### Local utilization

Scale bar: 20 um. 12 x 9 tiles, from black (low) to pale yellow (high), 0 to 100% covered.
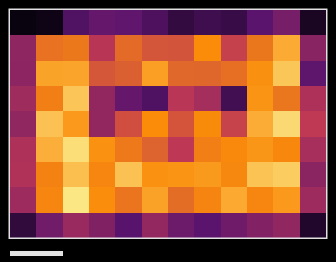
### Nets reached from selected ports

Scale bar: 20 um.
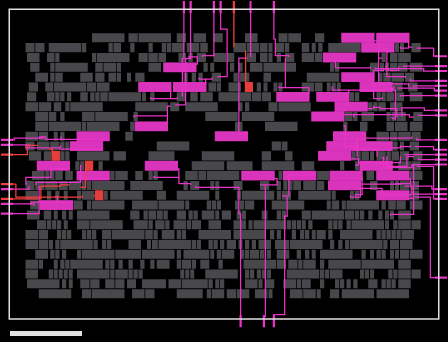
**config.mk**
```make
export PLATFORM = sky130hd
export DESIGN_NAME = wb_master_bridge_flat
export DESIGN_NICKNAME = d
export VERILOG_FILES = /design/src/rtl/wb_master_bridge_if.sv /design/src/rtl/wb_master_bridge.sv /design/src/flat_wrapper.sv
export SDC_FILE = /design/constraint.sdc
export NUM_CORES = 1
export LEC_CHECK = 0
export ABC_AREA = 1
export CAP_MARGIN = 5
export CORE_ASPECT_RATIO = 0.7
export CORE_MARGIN = 4
export CORE_UTILIZATION = 44
export CTS_CLUSTER_SIZE = 12
export DETAILED_ROUTE_END_ITERATION = 10
export PLACE_DENSITY = 0.86
export SLEW_MARGIN = 0
export SYNTH_ARGS = -nofsm -noshare
export SYNTH_HDL_FRONTEND = slang
export SYNTH_SLANG_ARGS = --single-unit
```
**constraint.sdc**
```tcl
create_clock -name clk_i -period 2.05 [get_ports clk_i]
set_input_delay 0.615 -clock clk_i [delete_from_list [all_inputs] [get_ports clk_i]]
set_output_delay 0.615 -clock clk_i [all_outputs]
set_load 0.05 [all_outputs]
```
**src/rtl/wb_master_bridge_if.sv**
```systemverilog
// Host command/response channel plus Wishbone B4 classic master signals for wb_master_bridge.
interface wb_master_bridge_if #(
    parameter int ADDR_WIDTH = 16,
    parameter int DATA_WIDTH = 32,
    parameter int GRANULE    = 8
);
    localparam int SEL_WIDTH = DATA_WIDTH / GRANULE;

    logic                  cmd_valid_i;
    logic                  cmd_ready_o;
    logic                  cmd_we_i;
    logic [ADDR_WIDTH-1:0] cmd_adr_i;
    logic [DATA_WIDTH-1:0] cmd_dat_i;
    logic [SEL_WIDTH-1:0]  cmd_sel_i;
    logic                  rsp_valid_o;
    logic                  rsp_ready_i;
    logic [DATA_WIDTH-1:0] rsp_dat_o;
    logic                  rsp_err_o;
    logic [ADDR_WIDTH-1:0] adr_o;
    logic [DATA_WIDTH-1:0] dat_o;
    logic [DATA_WIDTH-1:0] dat_i;
    logic [SEL_WIDTH-1:0]  sel_o;
    logic                  we_o;
    logic                  stb_o;
    logic                  cyc_o;
    logic                  ack_i;

    modport master (
        input  cmd_valid_i, cmd_we_i, cmd_adr_i, cmd_dat_i, cmd_sel_i, rsp_ready_i, dat_i, ack_i,
        output cmd_ready_o, rsp_valid_o, rsp_dat_o, rsp_err_o, adr_o, dat_o, sel_o, we_o, stb_o, cyc_o
    );

    modport slave (
        output cmd_valid_i, cmd_we_i, cmd_adr_i, cmd_dat_i, cmd_sel_i, rsp_ready_i, dat_i, ack_i,
        input  cmd_ready_o, rsp_valid_o, rsp_dat_o, rsp_err_o, adr_o, dat_o, sel_o, we_o, stb_o, cyc_o
    );
endinterface

```
**src/rtl/wb_master_bridge.sv**
```systemverilog
// Single-transfer Wishbone B4 classic master driven by a valid/ready host command channel.
// Define WB_MASTER_BRIDGE_TIMEOUT_EN to compile in the BUS-phase watchdog (TIMEOUT_CYCLES).
module wb_master_bridge #(
    parameter int ADDR_WIDTH     = 16,
    parameter int DATA_WIDTH     = 32,
    parameter int GRANULE        = 8,
    parameter int TIMEOUT_CYCLES = 255
) (
    input  logic               clk_i,
    input  logic               rst_ni,
    wb_master_bridge_if.master bus
);
    localparam int SEL_WIDTH = DATA_WIDTH / GRANULE;

    if (TIMEOUT_CYCLES < 1) begin : g_timeout_range
        $error("TIMEOUT_CYCLES must be at least 1");
    end

    typedef enum logic [1:0] {IDLE, BUS, RESP} state_e;

    state_e                state_q, state_d;
    logic [ADDR_WIDTH-1:0] adr_q, adr_d;
    logic [DATA_WIDTH-1:0] dat_q, dat_d;
    logic [SEL_WIDTH-1:0]  sel_q, sel_d;
    logic                  we_q, we_d;
    logic [DATA_WIDTH-1:0] rsp_dat_q, rsp_dat_d;
    logic                  cmd_ready;

`ifdef WB_MASTER_BRIDGE_TIMEOUT_EN
    localparam int               CNT_W    = $clog2(TIMEOUT_CYCLES + 1);
    localparam logic [CNT_W-1:0] CNT_LAST = CNT_W'(TIMEOUT_CYCLES - 1);

    logic [CNT_W-1:0] cnt_q, cnt_d;
    logic             rsp_err_q, rsp_err_d;
`endif

    // Gated by rst_ni so the host sees "not ready" for the whole reset pulse.
    assign cmd_ready = (state_q == IDLE) && rst_ni;

    always_comb begin
        state_d   = state_q;
        adr_d     = adr_q;
        dat_d     = dat_q;
        sel_d     = sel_q;
        we_d      = we_q;
        rsp_dat_d = rsp_dat_q;
`ifdef WB_MASTER_BRIDGE_TIMEOUT_EN
        cnt_d     = cnt_q;
        rsp_err_d = rsp_err_q;
`endif
        case (state_q)
            IDLE: begin
                if (bus.cmd_valid_i && cmd_ready) begin
                    state_d = BUS;
                    adr_d   = bus.cmd_adr_i;
                    dat_d   = bus.cmd_dat_i;
                    sel_d   = bus.cmd_sel_i;
                    we_d    = bus.cmd_we_i;
`ifdef WB_MASTER_BRIDGE_TIMEOUT_EN
                    cnt_d   = '0;
`endif
                end
            end
            BUS: begin
                if (bus.ack_i) begin
                    state_d   = RESP;
                    rsp_dat_d = we_q ? '0 : bus.dat_i;
`ifdef WB_MASTER_BRIDGE_TIMEOUT_EN
                    rsp_err_d = 1'b0;
`endif
                end
`ifdef WB_MASTER_BRIDGE_TIMEOUT_EN
                else if (cnt_q == CNT_LAST) begin
                    state_d   = RESP;
                    rsp_dat_d = '0;
                    rsp_err_d = 1'b1;
                end else begin
                    cnt_d = cnt_q + CNT_W'(1);
                end
`endif
            end
            RESP: begin
                if (bus.rsp_ready_i) begin
                    state_d = IDLE;
                end
            end
            default: state_d = IDLE;
        endcase
    end

    always_ff @(posedge clk_i or negedge rst_ni) begin
        if (!rst_ni) begin
            state_q   <= IDLE;
            adr_q     <= '0;
            dat_q     <= '0;
            sel_q     <= '0;
            we_q      <= 1'b0;
            rsp_dat_q <= '0;
`ifdef WB_MASTER_BRIDGE_TIMEOUT_EN
            cnt_q     <= '0;
            rsp_err_q <= 1'b0;
`endif
        end else begin
            state_q   <= state_d;
            adr_q     <= adr_d;
            dat_q     <= dat_d;
            sel_q     <= sel_d;
            we_q      <= we_d;
            rsp_dat_q <= rsp_dat_d;
`ifdef WB_MASTER_BRIDGE_TIMEOUT_EN
            cnt_q     <= cnt_d;
            rsp_err_q <= rsp_err_d;
`endif
        end
    end

    assign bus.cmd_ready_o = cmd_ready;
    assign bus.cyc_o       = (state_q == BUS);
    assign bus.stb_o       = (state_q == BUS);
    assign bus.adr_o       = adr_q;
    assign bus.dat_o       = dat_q;
    assign bus.sel_o       = sel_q;
    assign bus.we_o        = we_q;
    assign bus.rsp_valid_o = (state_q == RESP);
    assign bus.rsp_dat_o   = rsp_dat_q;
`ifdef WB_MASTER_BRIDGE_TIMEOUT_EN
    assign bus.rsp_err_o   = rsp_err_q;
`else
    assign bus.rsp_err_o   = 1'b0;
`endif
endmodule
```
**src/flat_wrapper.sv**
```systemverilog
// flat-port wrapper written by rule: the top's interface ports become plain ports
module wb_master_bridge_flat 
#(
    parameter int ADDR_WIDTH     = 16,
    parameter int DATA_WIDTH     = 32,
    parameter int GRANULE        = 8,
    parameter int TIMEOUT_CYCLES = 255
)
  (clk_i, rst_ni, bus_cmd_valid_i, bus_cmd_we_i, bus_cmd_adr_i, bus_cmd_dat_i, bus_cmd_sel_i, bus_rsp_ready_i, bus_dat_i, bus_ack_i, bus_cmd_ready_o, bus_rsp_valid_o, bus_rsp_dat_o, bus_rsp_err_o, bus_adr_o, bus_dat_o, bus_sel_o, bus_we_o, bus_stb_o, bus_cyc_o);
  wb_master_bridge_if #(.ADDR_WIDTH(ADDR_WIDTH), .DATA_WIDTH(DATA_WIDTH), .GRANULE(GRANULE)) bus_i ();
  input  logic clk_i;
  input  logic rst_ni;
  input wire logic [$bits(bus_i.cmd_valid_i)-1:0] bus_cmd_valid_i;
  input wire logic [$bits(bus_i.cmd_we_i)-1:0] bus_cmd_we_i;
  input wire logic [$bits(bus_i.cmd_adr_i)-1:0] bus_cmd_adr_i;
  input wire logic [$bits(bus_i.cmd_dat_i)-1:0] bus_cmd_dat_i;
  input wire logic [$bits(bus_i.cmd_sel_i)-1:0] bus_cmd_sel_i;
  input wire logic [$bits(bus_i.rsp_ready_i)-1:0] bus_rsp_ready_i;
  input wire logic [$bits(bus_i.dat_i)-1:0] bus_dat_i;
  input wire logic [$bits(bus_i.ack_i)-1:0] bus_ack_i;
  output wire logic [$bits(bus_i.cmd_ready_o)-1:0] bus_cmd_ready_o;
  output wire logic [$bits(bus_i.rsp_valid_o)-1:0] bus_rsp_valid_o;
  output wire logic [$bits(bus_i.rsp_dat_o)-1:0] bus_rsp_dat_o;
  output wire logic [$bits(bus_i.rsp_err_o)-1:0] bus_rsp_err_o;
  output wire logic [$bits(bus_i.adr_o)-1:0] bus_adr_o;
  output wire logic [$bits(bus_i.dat_o)-1:0] bus_dat_o;
  output wire logic [$bits(bus_i.sel_o)-1:0] bus_sel_o;
  output wire logic [$bits(bus_i.we_o)-1:0] bus_we_o;
  output wire logic [$bits(bus_i.stb_o)-1:0] bus_stb_o;
  output wire logic [$bits(bus_i.cyc_o)-1:0] bus_cyc_o;
  assign bus_i.cmd_valid_i = bus_cmd_valid_i;
  assign bus_i.cmd_we_i = bus_cmd_we_i;
  assign bus_i.cmd_adr_i = bus_cmd_adr_i;
  assign bus_i.cmd_dat_i = bus_cmd_dat_i;
  assign bus_i.cmd_sel_i = bus_cmd_sel_i;
  assign bus_i.rsp_ready_i = bus_rsp_ready_i;
  assign bus_i.dat_i = bus_dat_i;
  assign bus_i.ack_i = bus_ack_i;
  assign bus_cmd_ready_o = bus_i.cmd_ready_o;
  assign bus_rsp_valid_o = bus_i.rsp_valid_o;
  assign bus_rsp_dat_o = bus_i.rsp_dat_o;
  assign bus_rsp_err_o = bus_i.rsp_err_o;
  assign bus_adr_o = bus_i.adr_o;
  assign bus_dat_o = bus_i.dat_o;
  assign bus_sel_o = bus_i.sel_o;
  assign bus_we_o = bus_i.we_o;
  assign bus_stb_o = bus_i.stb_o;
  assign bus_cyc_o = bus_i.cyc_o;
  wb_master_bridge #(.ADDR_WIDTH(ADDR_WIDTH), .DATA_WIDTH(DATA_WIDTH), .GRANULE(GRANULE), .TIMEOUT_CYCLES(TIMEOUT_CYCLES)) u_core (.clk_i(clk_i), .rst_ni(rst_ni), .bus(bus_i));
endmodule
```
==> impl_metrics.env <==
# yosys + openroad results
export IMPL_p_total_mw=9.248
export IMPL_end_kind="output port"
export IMPL_tightest_slew_ns=0.5458
export IMPL_synthTopCellsByCount="nand2_1, dfrtp_1, nand4_1"
export IMPL_nFillCells=626
export IMPL_vias=3553
export IMPL_rsz0062_at_grt="no"
export IMPL_clk_pin_slew_ns=0.06
export IMPL_seq_cell_count=87
export IMPL_dr_pass1_iters=5
export IMPL_fin_crit_sh_pct=96.47
export IMPL_cts_setup_buffers=0
export IMPL_comb_cells=298
export IMPL_buf_share_pct=30.18
export IMPL_warnings=28
export IMPL_cp_depth=3
export IMPL_setup_slack_ns=0.07247
export IMPL_cts_hold_buf=0
export IMPL_yosysChipArea_um2=3746
export IMPL_yosysWarnings=0
export IMPL_r2r_slack_ns=0.58
export IMPL_dpl_cell_area_um2=5453
export IMPL_busiest_layer="met2"
export IMPL_top_area_cell="dfrtp_1"
export IMPL_pwr_group_clock_mw=1.46
export IMPL_status="complete, no violations"
export IMPL_fmax_ghz=0.5057
export IMPL_cp_max_fo=4
export IMPL_place_gp_congestion=0.7636
export IMPL_netSwitchingPower_mw=4.585
export IMPL_ir_drop_v=0.001036
export IMPL_ys_top_cells_by_area="dfrtp_1, nand2_1, nand4_1"
export IMPL_die_w_um=118.3
-- 'Local utilization' (at the start) --
tiles over 75% full	27%
mean over tiles	56%
fullest tile	95%
Pre-Place Util: 46.40%
post-route core utilization: 70.85%

-- 'Nets reached from selected ports' (at the start) --
color	port	bits	direction	edge	end cells	buffers	wire
red	`bus_cmd_sel_i`	4	input	3 left, 1 top	4	4	83.7 um
magenta	`bus_dat_o`	32	output	18 right, 6 top, 5 left, 3 bottom	32	32	984 um
Ports: 180
Port Buffer Count: 178

